<file path="config.mk">
export PLATFORM = sky130hd
export DESIGN_NAME = uart_core_param_flat
export DESIGN_NICKNAME = d
export VERILOG_FILES = /design/src/rtl/uart_pkg.sv /design/src/rtl/uart_core_param_if.sv /design/src/rtl/uart_sync_fifo.sv /design/src/rtl/uart_core_param.sv /design/src/flat_wrapper.sv
export SDC_FILE = /design/constraint.sdc
export NUM_CORES = 1
export LEC_CHECK = 0
export CORE_ASPECT_RATIO = 1.25
export CORE_MARGIN = 1.5
export CORE_UTILIZATION = 30
export CTS_CLUSTER_DIAMETER = 120
export DETAILED_ROUTE_END_ITERATION = 8
export PLACE_DENSITY_LB_ADDON = 0.05
export SLEW_MARGIN = 20
export SYNTH_ARGS = -nofsm -noshare
export SYNTH_HDL_FRONTEND = slang
export SYNTH_HIERARCHICAL = 1
export SYNTH_SLANG_ARGS = --single-unit
</file>
<file path="constraint.sdc">
create_clock -name clk -period 2.7 [get_ports clk]
set_input_delay 0.405 -clock clk [delete_from_list [all_inputs] [get_ports clk]]
set_output_delay 0.405 -clock clk [all_outputs]
set_load 0.01 [all_outputs]
</file>
<file path="src/rtl/uart_pkg.sv">
// Shared UART types: parity modes, TX/RX FSM states and parity helpers.
// Imported by the core and its interface users.
package uart_pkg;

    localparam int MAX_BITS = 9;

    typedef enum logic [1:0] {
        PAR_NONE = 2'b00,
        PAR_EVEN = 2'b01,
        PAR_ODD  = 2'b10
    } parity_t;

    typedef enum logic [2:0] {
        TX_IDLE,
        TX_START,
        TX_DATA,
        TX_PARITY,
        TX_STOP1,
        TX_STOP2
    } tx_state_t;

    typedef enum logic [2:0] {
        RX_IDLE,
        RX_START,
        RX_DATA,
        RX_PARITY,
        RX_STOP1
    } rx_state_t;

    // Parity bit to transmit for data; mode 11 behaves as none.
    function automatic logic parity_bit(
        input logic [MAX_BITS-1:0] data,
        input logic [1:0]          mode
    );
        case (mode)
            PAR_EVEN: parity_bit = ^data;
            PAR_ODD:  parity_bit = ~^data;
            default:  parity_bit = 1'b0;
        endcase
    endfunction

    function automatic logic par_en(input logic [1:0] mode);
        return (mode == PAR_EVEN) || (mode == PAR_ODD);
    endfunction

endpackage

</file>
<file path="src/rtl/uart_core_param_if.sv">
// Bus-side handshake bundle of the UART core: TX request channel,
// RX FIFO head channel and status. master = bus wrapper, slave = core.
interface uart_core_param_if #(
    parameter int DATA_BITS = 8,
    parameter int LW        = 4
);
    logic [DATA_BITS-1:0] tx_data;
    logic                 tx_data_valid;
    logic                 tx_ready;
    logic                 tx_busy;
    logic [DATA_BITS-1:0] rx_data;
    logic                 rx_data_valid;
    logic                 rx_ready;
    logic                 rx_parity_error;
    logic                 rx_frame_error;
    logic                 rx_overrun;
    logic                 rx_busy;
    logic [LW-1:0]        rx_level;

    modport master (
        output tx_data, tx_data_valid, rx_ready,
        input  tx_ready, tx_busy, rx_data, rx_data_valid,
        input  rx_parity_error, rx_frame_error, rx_overrun,
        input  rx_busy, rx_level
    );

    modport slave (
        input  tx_data, tx_data_valid, rx_ready,
        output tx_ready, tx_busy, rx_data, rx_data_valid,
        output rx_parity_error, rx_frame_error, rx_overrun,
        output rx_busy, rx_level
    );
endinterface

</file>
<file path="src/rtl/uart_sync_fifo.sv">
// First-word-fall-through synchronous FIFO.
// Ports: clk, rst (sync, active high), push/din, pop/dout, full, empty, level.
module uart_sync_fifo #(
    parameter int WIDTH = 10,
    parameter int DEPTH = 8
) (
    input  logic                       clk,
    input  logic                       rst,
    input  logic                       push,
    input  logic [WIDTH-1:0]           din,
    input  logic                       pop,
    output logic [WIDTH-1:0]           dout,
    output logic                       full,
    output logic                       empty,
    output logic [$clog2(DEPTH):0]     level
);
    localparam int AW = $clog2(DEPTH);
    localparam logic [AW:0] FULL_LVL = (AW+1)'(DEPTH);

    logic [WIDTH-1:0] mem [DEPTH];
    logic [AW:0]      wp;
    logic [AW:0]      rp;
    logic             do_pop;
    logic             do_push;

    assign level = wp - rp;
    assign full  = (level == FULL_LVL);
    assign empty = (wp == rp);

    // Pop is served first, so a full FIFO still takes a same-cycle push.
    assign do_pop  = pop & ~empty;
    assign do_push = push & (~full | do_pop);

    // Empty head reads as zero so outputs are clean after reset.
    assign dout = empty ? '0 : mem[rp[AW-1:0]];

    always_ff @(posedge clk) begin
        if (rst) begin
            wp <= '0;
            rp <= '0;
        end else begin
            if (do_push) wp <= wp + (AW+1)'(1);
            if (do_pop)  rp <= rp + (AW+1)'(1);
        end
    end

    always_ff @(posedge clk) begin
        if (do_push) mem[wp[AW-1:0]] <= din;
    end
endmodule

</file>
<file path="src/rtl/uart_core_param.sv">
// Full-duplex UART core: oversample tick, TX FSM, RX FSM, RX FIFO.
// Ports: clk, rst, baud_div, parity_mode, two_stop, sin, sout, io (slave).
module uart_core_param
    import uart_pkg::*;
#(
    parameter int DATA_BITS     = 8,
    parameter int OVERSAMPLE    = 16,
    parameter int DIV_WIDTH     = 16,
    parameter int RX_FIFO_DEPTH = 8
) (
    input  logic                 clk,
    input  logic                 rst,
    input  logic [DIV_WIDTH-1:0] baud_div,
    input  logic [1:0]           parity_mode,
    input  logic                 two_stop,
    input  logic                 sin,
    output logic                 sout,
    uart_core_param_if.slave     io
);
    localparam int OSW = $clog2(OVERSAMPLE);
    localparam int BW  = $clog2(DATA_BITS);
    localparam int LW  = $clog2(RX_FIFO_DEPTH) + 1;
    localparam int FW  = DATA_BITS + 2;

    localparam logic [OSW-1:0] OS_LAST  = OSW'(OVERSAMPLE - 1);
    localparam logic [OSW-1:0] SMP_LO   = OSW'(OVERSAMPLE/2 - 2);
    localparam logic [OSW-1:0] SMP_MID  = OSW'(OVERSAMPLE/2 - 1);
    localparam logic [OSW-1:0] SMP_HI   = OSW'(OVERSAMPLE/2);
    localparam logic [BW-1:0]  BIT_LAST = BW'(DATA_BITS - 1);

    // ---------------- tick generator ----------------
    logic [DIV_WIDTH-1:0] div_cnt;
    logic [DIV_WIDTH-1:0] div_q;
    logic                 tick;

    // div_q only reloads at wrap, so a new divisor starts on a clean period.
    assign tick = (div_cnt >= div_q);

    always_ff @(posedge clk) begin
        if (rst) begin
            div_cnt <= '0;
            div_q   <= baud_div;
        end else if (tick) begin
            div_cnt <= '0;
            div_q   <= baud_div;
        end else begin
            div_cnt <= div_cnt + DIV_WIDTH'(1);
        end
    end

    // ---------------- TX ----------------
    tx_state_t            tx_st;
    logic                 tx_ready_q;
    logic                 tx_busy_q;
    logic                 tx_run;
    logic                 tx_two;
    logic                 tx_pen;
    logic                 tx_par;
    logic [DATA_BITS-1:0] tx_sh;
    logic [OSW-1:0]       tx_tcnt;
    logic [BW-1:0]        tx_bit;
    logic                 tx_end;
    logic [MAX_BITS-1:0]  tx_ext;

    always_comb begin
        tx_ext = '0;
        tx_ext[DATA_BITS-1:0] = io.tx_data;
    end

    assign tx_end = tick && tx_run && (tx_tcnt == OS_LAST);

    always_ff @(posedge clk) begin
        if (rst) begin
            tx_st      <= TX_IDLE;
            tx_ready_q <= 1'b1;
            tx_busy_q  <= 1'b0;
            sout       <= 1'b1;
            tx_run     <= 1'b0;
            tx_two     <= 1'b0;
            tx_pen     <= 1'b0;
            tx_par     <= 1'b0;
            tx_sh      <= '0;
            tx_tcnt    <= '0;
            tx_bit     <= '0;
        end else begin
            if (tick && tx_run)
                tx_tcnt <= (tx_tcnt == OS_LAST) ? '0 : tx_tcnt + OSW'(1);
            unique case (tx_st)
                TX_IDLE: begin
                    if (io.tx_data_valid) begin
                        tx_sh      <= io.tx_data;
                        tx_pen     <= par_en(parity_mode);
                        tx_par     <= parity_bit(tx_ext, parity_mode);
                        tx_two     <= two_stop;
                        tx_run     <= 1'b0;
                        tx_st      <= TX_START;
                        tx_ready_q <= 1'b0;
                        tx_busy_q  <= 1'b1;
                    end
                end
                TX_START: begin
                    // Hold the line idle until the first tick aligns the frame.
                    if (!tx_run) begin
                        if (tick) begin
                            tx_run  <= 1'b1;
                            tx_tcnt <= '0;
                            sout    <= 1'b0;
                        end
                    end else if (tx_end) begin
                        tx_st  <= TX_DATA;
                        tx_bit <= '0;
                        sout   <= tx_sh[0];
                    end
                end
                TX_DATA: begin
                    if (tx_end) begin
                        if (tx_bit == BIT_LAST) begin
                            tx_st <= tx_pen ? TX_PARITY : TX_STOP1;
                            sout  <= tx_pen ? tx_par : 1'b1;
                        end else begin
                            tx_bit <= tx_bit + BW'(1);
                            tx_sh  <= tx_sh >> 1;
                            sout   <= tx_sh[1];
                        end
                    end
                end
                TX_PARITY: begin
                    if (tx_end) begin
                        tx_st <= TX_STOP1;
                        sout  <= 1'b1;
                    end
                end
                TX_STOP1, TX_STOP2: begin
                    if (tx_end) begin
                        if (tx_st == TX_STOP1 && tx_two) begin
                            tx_st <= TX_STOP2;
                        end else begin
                            tx_st      <= TX_IDLE;
                            tx_run     <= 1'b0;
                            tx_busy_q  <= 1'b0;
                            tx_ready_q <= 1'b1;
                        end
                    end
                end
                default: tx_st <= TX_IDLE;
            endcase
        end
    end

    assign io.tx_ready = tx_ready_q;
    assign io.tx_busy  = tx_busy_q;

    // ---------------- RX ----------------
    logic s1;
    logic s2;
    logic s_prev;
    logic fall;

    always_ff @(posedge clk) begin
        if (rst) begin
            s1     <= 1'b1;
            s2     <= 1'b1;
            s_prev <= 1'b1;
        end else begin
            s1     <= sin;
            s2     <= s1;
            s_prev <= s2;
        end
    end

    assign fall = s_prev & ~s2;

    rx_state_t            rx_st;
    logic [OSW-1:0]       rx_scnt;
    logic [BW-1:0]        rx_bit;
    logic [DATA_BITS-1:0] rx_sh;
    logic [1:0]           rx_mode;
    logic                 v0;
    logic                 v1;
    logic                 rx_perr;
    logic                 rx_busy_q;
    logic                 rx_push;
    logic [FW-1:0]        rx_push_d;
    logic                 maj;
    logic                 smp_hi;
    logic                 bit_end;
    logic [MAX_BITS-1:0]  rx_ext;

    always_comb begin
        rx_ext = '0;
        rx_ext[DATA_BITS-1:0] = rx_sh;
    end

    // Third sample is the live synced bit; earlier two are held in v0/v1.
    assign maj     = (v0 & v1) | (v0 & s2) | (v1 & s2);
    assign smp_hi  = tick && (rx_scnt == SMP_HI);
    assign bit_end = tick && (rx_scnt == OS_LAST);

    always_ff @(posedge clk) begin
        if (rst) begin
            rx_st     <= RX_IDLE;
            rx_scnt   <= '0;
            rx_bit    <= '0;
            rx_sh     <= '0;
            rx_mode   <= 2'b00;
            v0        <= 1'b1;
            v1        <= 1'b1;
            rx_perr   <= 1'b0;
            rx_busy_q <= 1'b0;
            rx_push   <= 1'b0;
            rx_push_d <= '0;
        end else begin
            rx_push <= 1'b0;
            if (rx_st != RX_IDLE && tick) begin
                rx_scnt <= bit_end ? '0 : rx_scnt + OSW'(1);
                if (rx_scnt == SMP_LO)  v0 <= s2;
                if (rx_scnt == SMP_MID) v1 <= s2;
            end
            unique case (rx_st)
                RX_IDLE: begin
                    if (fall) begin
                        rx_st     <= RX_START;
                        rx_scnt   <= '0;
                        rx_busy_q <= 1'b1;
                        rx_perr   <= 1'b0;
                        rx_mode   <= parity_mode;
                    end
                end
                RX_START: begin
                    if (smp_hi && maj) begin
                        rx_st     <= RX_IDLE;
                        rx_busy_q <= 1'b0;
                    end else if (bit_end) begin
                        rx_st  <= RX_DATA;
                        rx_bit <= '0;
                    end
                end
                RX_DATA: begin
                    if (smp_hi) rx_sh <= {maj, rx_sh[DATA_BITS-1:1]};
                    if (bit_end) begin
                        if (rx_bit == BIT_LAST)
                            rx_st <= par_en(rx_mode) ? RX_PARITY : RX_STOP1;
                        else
                            rx_bit <= rx_bit + BW'(1);
                    end
                end
                RX_PARITY: begin
                    if (smp_hi)
                        rx_perr <= (parity_bit(rx_ext, rx_mode) != maj);
                    if (bit_end) rx_st <= RX_STOP1;
                end
                RX_STOP1: begin
                    // Finish mid stop bit so the next start edge is never missed.
                    if (smp_hi) begin
                        rx_push   <= 1'b1;
                        rx_push_d <= {~maj, rx_perr, rx_sh};
                        rx_st     <= RX_IDLE;
                        rx_busy_q <= 1'b0;
                    end
                end
                default: rx_st <= RX_IDLE;
            endcase
        end
    end

    // ---------------- RX FIFO ----------------
    logic [FW-1:0] fifo_dout;
    logic          fifo_full;
    logic          fifo_empty;
    logic [LW-1:0] fifo_level;
    logic          ovr_q;

    uart_sync_fifo #(
        .WIDTH (FW),
        .DEPTH (RX_FIFO_DEPTH)
    ) u_fifo (
        .clk   (clk),
        .rst   (rst),
        .push  (rx_push),
        .din   (rx_push_d),
        .pop   (io.rx_ready),
        .dout  (fifo_dout),
        .full  (fifo_full),
        .empty (fifo_empty),
        .level (fifo_level)
    );

    always_ff @(posedge clk) begin
        if (rst) ovr_q <= 1'b0;
        else     ovr_q <= rx_push & fifo_full & ~io.rx_ready;
    end

    assign io.rx_data         = fifo_dout[DATA_BITS-1:0];
    assign io.rx_parity_error = fifo_dout[DATA_BITS];
    assign io.rx_frame_error  = fifo_dout[DATA_BITS+1];
    assign io.rx_data_valid   = ~fifo_empty;
    assign io.rx_level        = fifo_level;
    assign io.rx_overrun      = ovr_q;
    assign io.rx_busy         = rx_busy_q;
endmodule

</file>
<file path="src/flat_wrapper.sv">
// flat-port wrapper written by rule: the top's interface ports become plain ports
module uart_core_param_flat import uart_pkg::*;
#(
    parameter int DATA_BITS     = 8,
    parameter int OVERSAMPLE    = 16,
    parameter int DIV_WIDTH     = 16,
    parameter int RX_FIFO_DEPTH = 8
)
  (clk, rst, baud_div, parity_mode, two_stop, sin, sout, io_tx_data, io_tx_data_valid, io_rx_ready, io_tx_ready, io_tx_busy, io_rx_data, io_rx_data_valid, io_rx_parity_error, io_rx_frame_error, io_rx_overrun, io_rx_busy, io_rx_level);
  uart_core_param_if #(.DATA_BITS(DATA_BITS), .LW((4))) io_i ();
  input  logic clk;
  input  logic rst;
  input  logic [DIV_WIDTH-1:0] baud_div;
  input  logic [1:0] parity_mode;
  input  logic two_stop;
  input  logic sin;
  output logic sout;
  input wire logic [$bits(io_i.tx_data)-1:0] io_tx_data;
  input wire logic [$bits(io_i.tx_data_valid)-1:0] io_tx_data_valid;
  input wire logic [$bits(io_i.rx_ready)-1:0] io_rx_ready;
  output wire logic [$bits(io_i.tx_ready)-1:0] io_tx_ready;
  output wire logic [$bits(io_i.tx_busy)-1:0] io_tx_busy;
  output wire logic [$bits(io_i.rx_data)-1:0] io_rx_data;
  output wire logic [$bits(io_i.rx_data_valid)-1:0] io_rx_data_valid;
  output wire logic [$bits(io_i.rx_parity_error)-1:0] io_rx_parity_error;
  output wire logic [$bits(io_i.rx_frame_error)-1:0] io_rx_frame_error;
  output wire logic [$bits(io_i.rx_overrun)-1:0] io_rx_overrun;
  output wire logic [$bits(io_i.rx_busy)-1:0] io_rx_busy;
  output wire logic [$bits(io_i.rx_level)-1:0] io_rx_level;
  assign io_i.tx_data = io_tx_data;
  assign io_i.tx_data_valid = io_tx_data_valid;
  assign io_i.rx_ready = io_rx_ready;
  assign io_tx_ready = io_i.tx_ready;
  assign io_tx_busy = io_i.tx_busy;
  assign io_rx_data = io_i.rx_data;
  assign io_rx_data_valid = io_i.rx_data_valid;
  assign io_rx_parity_error = io_i.rx_parity_error;
  assign io_rx_frame_error = io_i.rx_frame_error;
  assign io_rx_overrun = io_i.rx_overrun;
  assign io_rx_busy = io_i.rx_busy;
  assign io_rx_level = io_i.rx_level;
  uart_core_param #(.DATA_BITS(DATA_BITS), .OVERSAMPLE(OVERSAMPLE), .DIV_WIDTH(DIV_WIDTH), .RX_FIFO_DEPTH(RX_FIFO_DEPTH)) u_core (.clk(clk), .rst(rst), .baud_div(baud_div), .parity_mode(parity_mode), .two_stop(two_stop), .sin(sin), .sout(sout), .io(io_i));
endmodule
</file>
Fig. 1: run 1, cell area per tile
15 x 19 tiles, from white (low) to dark blue (high), 0 to 100% covered.
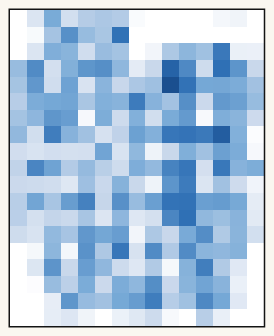
emptiest ninth of the die: bottom left
mean over tiles: 34%
tiles over 75% full: 1.1%

Fig. 2: run 1, met3 routing
Scale bar: 50 um.
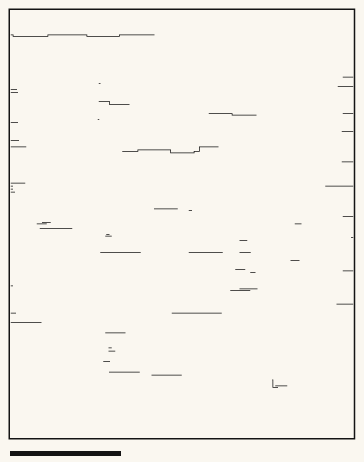
nets with wire on the layer: 42
main direction: horizontal
share of all routed wire: 2.4%
longest straight run: 22.1 um
wire length on this layer: 432 um

==> Changelog: implementation, run 1 <==
### Metrics

* Rel. slew slack at 55.2%
* Comb power frac at ~4.9%
* Top cells excl fill/tap: 96 x edfxtp_1, 87 x dfxtp_1, 80 x nor2_1
* Commonest cells in the netlist: 96 x edfxtp_1, 91 x dfxtp_1, 85 x nor2_1
* Max Clk Rate at 381 MHz
* Area Overhead vs Synth at 21.7%
* Total Routing Usage GR at 12.8%
* Crit. End Element: register
* HPWL after DPL at 12700 um
* Longest Clk Path Bufs at 2
* Required time of the critical path at 2.89 ns
* Synth Instances at approximately 700
* Clock-cell share of area at 5.39%
* Root Buffer: clkbuf_16
* Clk_lat worst skew at 0.43 ns
* Final tally of hold violations at 0
* Distinct lib cells used at roughly 69
* Fp util at 30.4%
* Buffers outside the clock class at 83
* Worst r2r src: u_core/u_fifo/wp[0]
* Pint at between 0.004 and 0.005 W
* Top cell category: sequential cells
* Number of CTS-inserted buffers at 17
* Clock-pin slew on the worst setup and hold paths at 0.07 ns
* Initial antenna violation count at 0
* Most used DFF post-synth: edfxtp_1
* Final setup violation count at 0
* Final TNS setup at 0 ns
* Min Tclk post-route at ~2.6 ns
* Pwr top: sequential cells
* Remaining antenna violation count at 0
* Sequential cell area at 4710 sq um
* Dpl ws at around 0.012 ns
* Pwr/cell area at 547 nW/um^2
* Wire per inst at 15.5 um
* # hold bufs at CTS at 0
* Most frequent logic cell in the layout: edfxtp_1
* Non-clock buffer area fraction after layout at 8.39%
* DR pass1 iterations at 4
* Crit-path slowest cell: fa_2
* Logic area at ~3700 sq um
* Die Area at roughly 30000 sq um
* DRT iter0 DRCs at 297
* CTS HTree Levels at 4
* First-pass GRT wire length at 29800 um
* RSZ-0062 raised after global routing: no
* Seq share, synth at 54.7%
* Layout clock buffer count at 18
* Clock share of power at 42.3%
* Ys async rst share at 0%
* Hold WS at 0.383 ns
* Post-Synth Simple-Gate Area at a little over an eighth
* CP arrival at approximately 2.8 ns
* Final Cell Area at 10500 sq um
* Setup Crit Path Kind: register to register
* Vias/cell at 4.71
* Met3 Resource Use GR at 2.72%
* And-or/or-and share of the synthesized area at 8.59%
* Comb area leader: simple AND/OR/NAND/NOR gates
* Synth Warn # at 6
* # DRC at 0
* Cell area leaders: edfxtp_1 33%, dfxtp_1 21%, mux2i_1 5.5%
* Met3 routed wirelength at 432 um
* Worst Setup SP: u_core/u_fifo/wp[0]
* Cell chain of the critical path: inv_6, ha_4, fa_2, inv_2, or3_4, o41ai_4, or2_4, nor3_4, buf_12
* GRT met1 Usage at ~15%
* Log Warnings at 31
* ANT cells at 0
* Maximum vdd drop at 0.312 mV
* Post-CTS Setup Inserts at 0
* Outcome: finished, final reports clean
* Worst Hold Path Cells at 2
* Vias at about 5500
* Die height at between 150 and 200 um
* P_sw at between 0.001 and 0.0015 W
* DP Area at 9810 sq um
* Critical path buffer and inverter count at 3
* Share of the synthesized area in the top cell type at between 30% and 40%
* Total chip power at 0.00573 W
* Pin count of the biggest net entering global routing at ~57
* Reg-to-reg slack, setup at 0.07 ns
* Worst Hold Launch: rst
* P_comb at ~0.00028 W
* Non-clock inverter count at between 40 and 50
* # Cells Yosys at 715
* Final Skew at around 0.016 ns
* Met2 usage at 22.5%
* Highest metal used: met4
* Gr ovfl total at 0
* P_clk at between 0.002 and 0.0025 W
* Port Buf Inserts at approximately 50
* Sw frac at 22.6%
* Sequential power at 0.00303 W
* Post-CTS sizing at 5
* Max reg flops at about 80
* Core area at 28300 sq um
* Mean Syn Cell Area at 12.0 sq um
* Die width at 155 um
* Placed cells at 1123
* Clock sinks at 187
* CTS tree: done
* Most common cell in the netlist: edfxtp_1
* Number of logic gates at 459
* Busiest layer in global routing: met2
* Final Worst Setup Slack at 0.0724 ns
* Gpl congestion at just over 0.8
* Sequential power share at 52.9%
* Type of origin of the critical path: register
* Combinational share of cell area at 35.5%
* Flop count at 187
* Crit path capture: u_core/u_fifo/mem[4][5]
* Levels on crit path at 9
Fig. 3: run 1, placement view
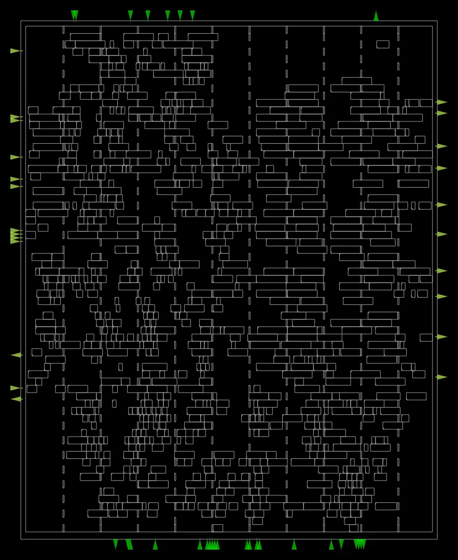
Finished Layout Cells: 1157
Site Rows: 69
Fillers: 2772
sequential share of cell area: 45.0%

==> run 2, diff against run 1 <==
--- a/config.mk
+++ b/config.mk
@@ -7,7 +7,7 @@
 export LEC_CHECK = 0
 export CORE_ASPECT_RATIO = 1.25
 export CORE_MARGIN = 1.5
-export CORE_UTILIZATION = 30
+export CORE_UTILIZATION = 24
 export CTS_CLUSTER_DIAMETER = 120
 export DETAILED_ROUTE_END_ITERATION = 8
 export PLACE_DENSITY_LB_ADDON = 0.05
==> Changelog: implementation, run 2 <==
### Metrics

* P_comb at 0.000269 W (-4%)
* Fillers at 3632 (+31%)
* Distinct lib cells used at 69 (unchanged)
* Max Clk Rate at 381 MHz (+0.17%)
* Total Routing Usage GR at 11.7% (-1.1 points)
* Sequential cell area at 4720 sq um (about the same)
* Post-Synth Simple-Gate Area at 13.2% (unchanged)
* Busiest layer in global routing: met2
* Remaining antenna violation count at 0 (unchanged)
* HPWL after DPL at 14500 um (+15%)
* Final TNS setup at 0 ns (unchanged)
* Root Buffer: clkbuf_16
* Mean Syn Cell Area at 12.0 sq um (unchanged)
* Logic area at 3720 sq um (+0.13%)
* Combinational share of cell area at 34.8% (-0.68 points)
* Required time of the critical path at 2.90 ns (about the same)
* Top cell category: sequential cells
* Met3 Resource Use GR at 2.01% (-0.71 points)
* Clock-cell share of area at 5.83% (+0.44 points)
* Cell chain of the critical path: inv_6, ha_4, fa_2, inv_2, or3_4, o41ai_4, buf_4, nand2b_4, nor3_4, buf_12
* CP arrival at 2.83 ns (+0.02 ns)
* Die width at 172 um (+12%)
* Final tally of hold violations at 0 (unchanged)
* Critical path buffer and inverter count at 4 (+1)
* P_clk at 0.00267 W (+10%)
* Crit path capture: u_core/u_fifo/mem[0][3]
* Synth Warn # at 6 (unchanged)
* CTS HTree Levels at 4 (unchanged)
* Pint at 0.00464 W (+4.6%)
* Synth Instances at 715 (unchanged)
* Crit-path slowest cell: fa_2
* CTS tree: done
* Worst r2r src: u_core/u_fifo/wp[0]
* Ys async rst share at 0% (unchanged)
* Flop count at 187 (unchanged)
* Vias at 5534 (+1.5%)
* Gpl congestion at 0.741 (-8.4%)
* Gr ovfl total at 0 (unchanged)
* Log Warnings at 32 (+3.2%)
* Cell area leaders: edfxtp_1 33%, dfxtp_1 21%, mux2i_1 5.5%
* Clock-pin slew on the worst setup and hold paths at 0.07 ns (about the same)
* Non-clock inverter count at 41 (unchanged)
* Crit. End Element: register
* Pwr top: sequential cells
* Comb power frac at 4.5% (-0.4 points)
* Pwr/cell area at 558 nW/um^2 (+2.1%)
* Die height at 215 um (+12%)
* Most frequent logic cell in the layout: edfxtp_1
* Reg-to-reg slack, setup at 0.08 ns (about the same)
* Post-CTS sizing at 14 (+9)
* Total chip power at 0.00597 W (+4.2%)
* Initial antenna violation count at 0 (unchanged)
* Post-CTS Setup Inserts at 1 (+1)
* Met2 usage at 20.9% (-1.6 points)
* Die Area at 37000 sq um (+25%)
* And-or/or-and share of the synthesized area at 8.59% (unchanged)
* GRT met1 Usage at 14.0% (-1.5 points)
* Number of CTS-inserted buffers at 17 (unchanged)
* # DRC at 0 (unchanged)
* Clock share of power at 44.8% (+2.5 points)
* Top cells excl fill/tap: 96 x edfxtp_1, 87 x dfxtp_1, 81 x nor2_1
* Levels on crit path at 10 (+1)
* Commonest cells in the netlist: 96 x edfxtp_1, 91 x dfxtp_1, 85 x nor2_1
* Min Tclk post-route at 2.62 ns (-0.00458 ns)
* DR pass1 iterations at 4 (unchanged)
* Most used DFF post-synth: edfxtp_1
* Layout clock buffer count at 18 (unchanged)
* DRT iter0 DRCs at 274 (-7.7%)
* Type of origin of the critical path: register
* Worst Hold Path Cells at 2 (unchanged)
* Share of the synthesized area in the top cell type at 33.5% (unchanged)
* # hold bufs at CTS at 0 (unchanged)
* Longest Clk Path Bufs at 2 (unchanged)
* Pin count of the biggest net entering global routing at 61 (+7.0%)
* Worst Setup SP: u_core/u_fifo/wp[0]
* Sw frac at 22.3% (-0.29 points)
* Setup Crit Path Kind: register to register
* Port Buf Inserts at 51 (unchanged)
* Finished Layout Cells at 1282 (+11%)
* Non-clock buffer area fraction after layout at 8.26% (-0.13 points)
* Final Worst Setup Slack at 0.0769 ns (+0.00458 ns)
* Seq share, synth at 54.7% (unchanged)
* Vias/cell at 4.32 (-8.4%)
* Max reg flops at 80 (unchanged)
* Met3 routed wirelength at 409 um (-5.3%)
* Sequential power share at 50.7% (-2.2 points)
* Highest metal used: met4
* Rel. slew slack at 57.1% (+1.9 points)
* Final Skew at 0.0105 ns (-0.00508 ns)
* Wire per inst at 16.1 um (+4.1%)
* P_sw at 0.00133 W (+2.9%)
* Comb area leader: simple AND/OR/NAND/NOR gates
* # Cells Yosys at 715 (unchanged)
* Placed cells at 1238 (+10%)
* Maximum vdd drop at 0.354 mV (+14%)
* Number of logic gates at 459 (unchanged)
* Outcome: finished, final reports clean
* Clock sinks at 187 (unchanged)
Fig. 4: run 2, cell area per tile
17 x 21 tiles, from white (low) to dark blue (high), 0 to 100% covered.
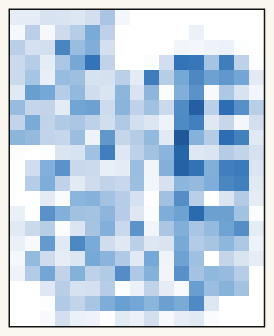
fp util: 24.3%
final core occ: 30.2%
core area: 35400 sq um

==> run 3, diff against run 2 <==
--- a/config.mk
+++ b/config.mk
@@ -6,10 +6,11 @@
 export NUM_CORES = 1
 export LEC_CHECK = 0
 export CORE_ASPECT_RATIO = 1.25
-export CORE_MARGIN = 1.5
+export CORE_MARGIN = 3
 export CORE_UTILIZATION = 24
 export CTS_CLUSTER_DIAMETER = 120
 export DETAILED_ROUTE_END_ITERATION = 8
+export GPL_TIMING_DRIVEN = 0
 export PLACE_DENSITY_LB_ADDON = 0.05
 export SLEW_MARGIN = 20
 export SYNTH_ARGS = -nofsm -noshare
==> Changelog: implementation, run 3 <==
### Metrics

* Worst r2r src: u_core/u_fifo/wp[0]
* Outcome: finished, final reports clean
* Cell area leaders: edfxtp_1 33%, dfxtp_1 21%, mux2i_1 5.5%
* Number of CTS-inserted buffers at 17 (unchanged)
* Core area at 34900 sq um (-1.3%)
* Most used DFF post-synth: edfxtp_1
* Most common cell in the netlist: edfxtp_1
* Wire per inst at 16.1 um (about the same)
* Clock-cell share of area at 5.61% (-0.21 points)
* Crit path capture: io_rx_data[0]
* Combinational share of cell area at 35.0% (+0.19 points)
* Vias/cell at 4.40 (+2.0%)
* Layout clock buffer count at 18 (unchanged)
* Max reg flops at 80 (unchanged)
* Crit-path slowest cell: mux4_2
* Initial antenna violation count at 0 (unchanged)
* Tcrit/Tclk final at 96.4%
* P_comb at 0.000303 W (+13%)
* Met3 routed wirelength at 757 um (+85%)
* RSZ-0062 raised after global routing: no
* Worst Hold Launch: rst
* CP arrival at 2.20 ns (-0.63 ns)
* Final Cell Area at 10900 sq um
* I/O pins at 52
* # Cells Yosys at 715 (unchanged)
* HPWL after DPL at 14400 um (-0.95%)
* Number of logic gates at 459 (unchanged)
* Critical path buffer and inverter count at 2 (-2)
* Type of origin of the critical path: register
* Ys async rst share at 0% (unchanged)
* Hold WS at 0.377 ns
* Finished Layout Cells at 1293 (+0.86%)
* CTS HTree Levels at 4 (unchanged)
* Total chip power at 0.00597 W (-0.11%)
* Die width at 175 um (+1.7%)
* Non-clock inverter count at 41 (unchanged)
* Cell chain of the critical path: buf_12, mux4_2, mux2i_1, nor2_1, clkdlybuf4s50_1
* Most frequent logic cell in the layout: edfxtp_1
* WHS Endpoint: u_core/u_fifo/rp[3]
* Top cells excl fill/tap: 96 x edfxtp_1, 87 x dfxtp_1, 80 x nor2_1
* Post-Synth Simple-Gate Area at 13.2% (unchanged)
* And-or/or-and share of the synthesized area at 8.59% (unchanged)
* Non-clock buffer area fraction after layout at 9.26% (+1.0 points)
* Longest Clk Path Bufs at 2 (unchanged)
* Flop count at 187 (unchanged)
* Gpl congestion at 0.810 (+9.3%)
* Sequential power share at 50.7% (about the same)
* Min Tclk post-route at 2.60 ns (-0.0204 ns)
* Crit. End Element: output port
* Synth Warn # at 6 (unchanged)
* DR pass1 iterations at 5 (+1)
* Mean Syn Cell Area at 12.0 sq um (unchanged)
* Vias at 5695 (+2.9%)
* # hold bufs at CTS at 0 (unchanged)
* Root Buffer: clkbuf_16
* Gr ovfl total at 0 (unchanged)
* Maximum vdd drop at 0.272 mV (-23%)
* Required time of the critical path at 2.30 ns (-0.60 ns)
* Commonest cells in the netlist: 96 x edfxtp_1, 91 x dfxtp_1, 85 x nor2_1
* Pin count of the biggest net entering global routing at 26 (-57%)
* # Taps at 468
* Die Area at 38200 sq um (+3.2%)
* Synth Instances at 715 (unchanged)
* Pwr/cell area at 547 nW/um^2 (-2.0%)
* Pint at 0.00462 W (-0.33%)
* Final Skew at 0.0104 ns (-0.000124 ns)
* Remaining antenna violation count at 0 (unchanged)
* Fp util at 24.7% (+0.32 points)
* Final TNS setup at 0 ns (unchanged)
* Top cell category: sequential cells
* MaxCap Viol Count at 0
* Reg-to-reg slack, setup at 0.1 ns (+0.02 ns)
* P_sw at 0.00134 W (+0.67%)
* CTS tree: done
* Fillers at 3527 (-2.9%)
* Sw frac at 22.5% (+0.17 points)
* Clock-pin slew on the worst setup and hold paths at 0.07 ns (about the same)
* Log Warnings at 31 (-3.1%)
* GRT met1 Usage at 13.3% (-0.65 points)
* Clock share of power at 44.2% (-0.6 points)
* Hold Crit Class: input pin to register
* Clock sinks at 187 (unchanged)
* Met2 usage at 19.3% (-1.6 points)
* Total Routing Usage GR at 11.1% (-0.63 points)
* Dpl ws at -0.429 ns
* Highest metal used: met4
* Pwr top: sequential cells
* Final Worst Setup Slack at 0.0974 ns (+0.0204 ns)
* Final tally of hold violations at 0 (unchanged)
* Placed cells at 1233 (-0.40%)
* # DRC at 0 (unchanged)
* Levels on crit path at 5 (-5)
* Max Clk Rate at 384 MHz (+0.78%)
* Share of the synthesized area in the top cell type at 33.5% (unchanged)
* Worst Hold Path Cells at 2 (unchanged)
* DRT iter0 DRCs at 293 (+6.9%)
* Layout cells sized above 1 at between 10% and 20%
* Rel. slew slack at 37.8% (-19 points)
* Comb power frac at 5.1% (+0.6 points)
* Die height at 218 um (+1.4%)
* Logic area at 3810 sq um (+2.5%)
* Met3 Resource Use GR at 2.54% (+0.54 points)
* First-pass GRT wire length at 32600 um
* Comb area leader: simple AND/OR/NAND/NOR gates
* Post-CTS sizing at 28 (+14)
* Post-CTS Setup Inserts at 12 (+11)
* Distinct lib cells used at 69 (unchanged)
* Setup Crit Path Kind: register to output port
* P_clk at 0.00264 W (about the same)
* Seq share, synth at 54.7% (unchanged)
* Busiest layer in global routing: met2
* Port Buf Inserts at 50 (-2.0%)
Fig. 5: run 3, where the registers sit
Scale bar: 50 um. Other sequential cells in the stronger grey, the rest of the logic in the fainter grey.
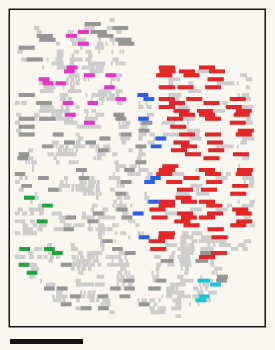
| signal | colour | placed flops |
|---|---|---|
| `u_core/rx_push_d` | blue | 10 |
| `u_core/div_cnt` | magenta | 16 |
| `u_core/u_fifo/rp` | cyan | 4 |
| `u_core/u_fifo/mem` | red | 80 |
| `u_core/tx_sh` | green | 8 |
final core occ: 31.2%
sequential share of cell area: 43.3%
Sequential cell area: 4720 sq um

Power is estimated from default activity; no workload was simulated.
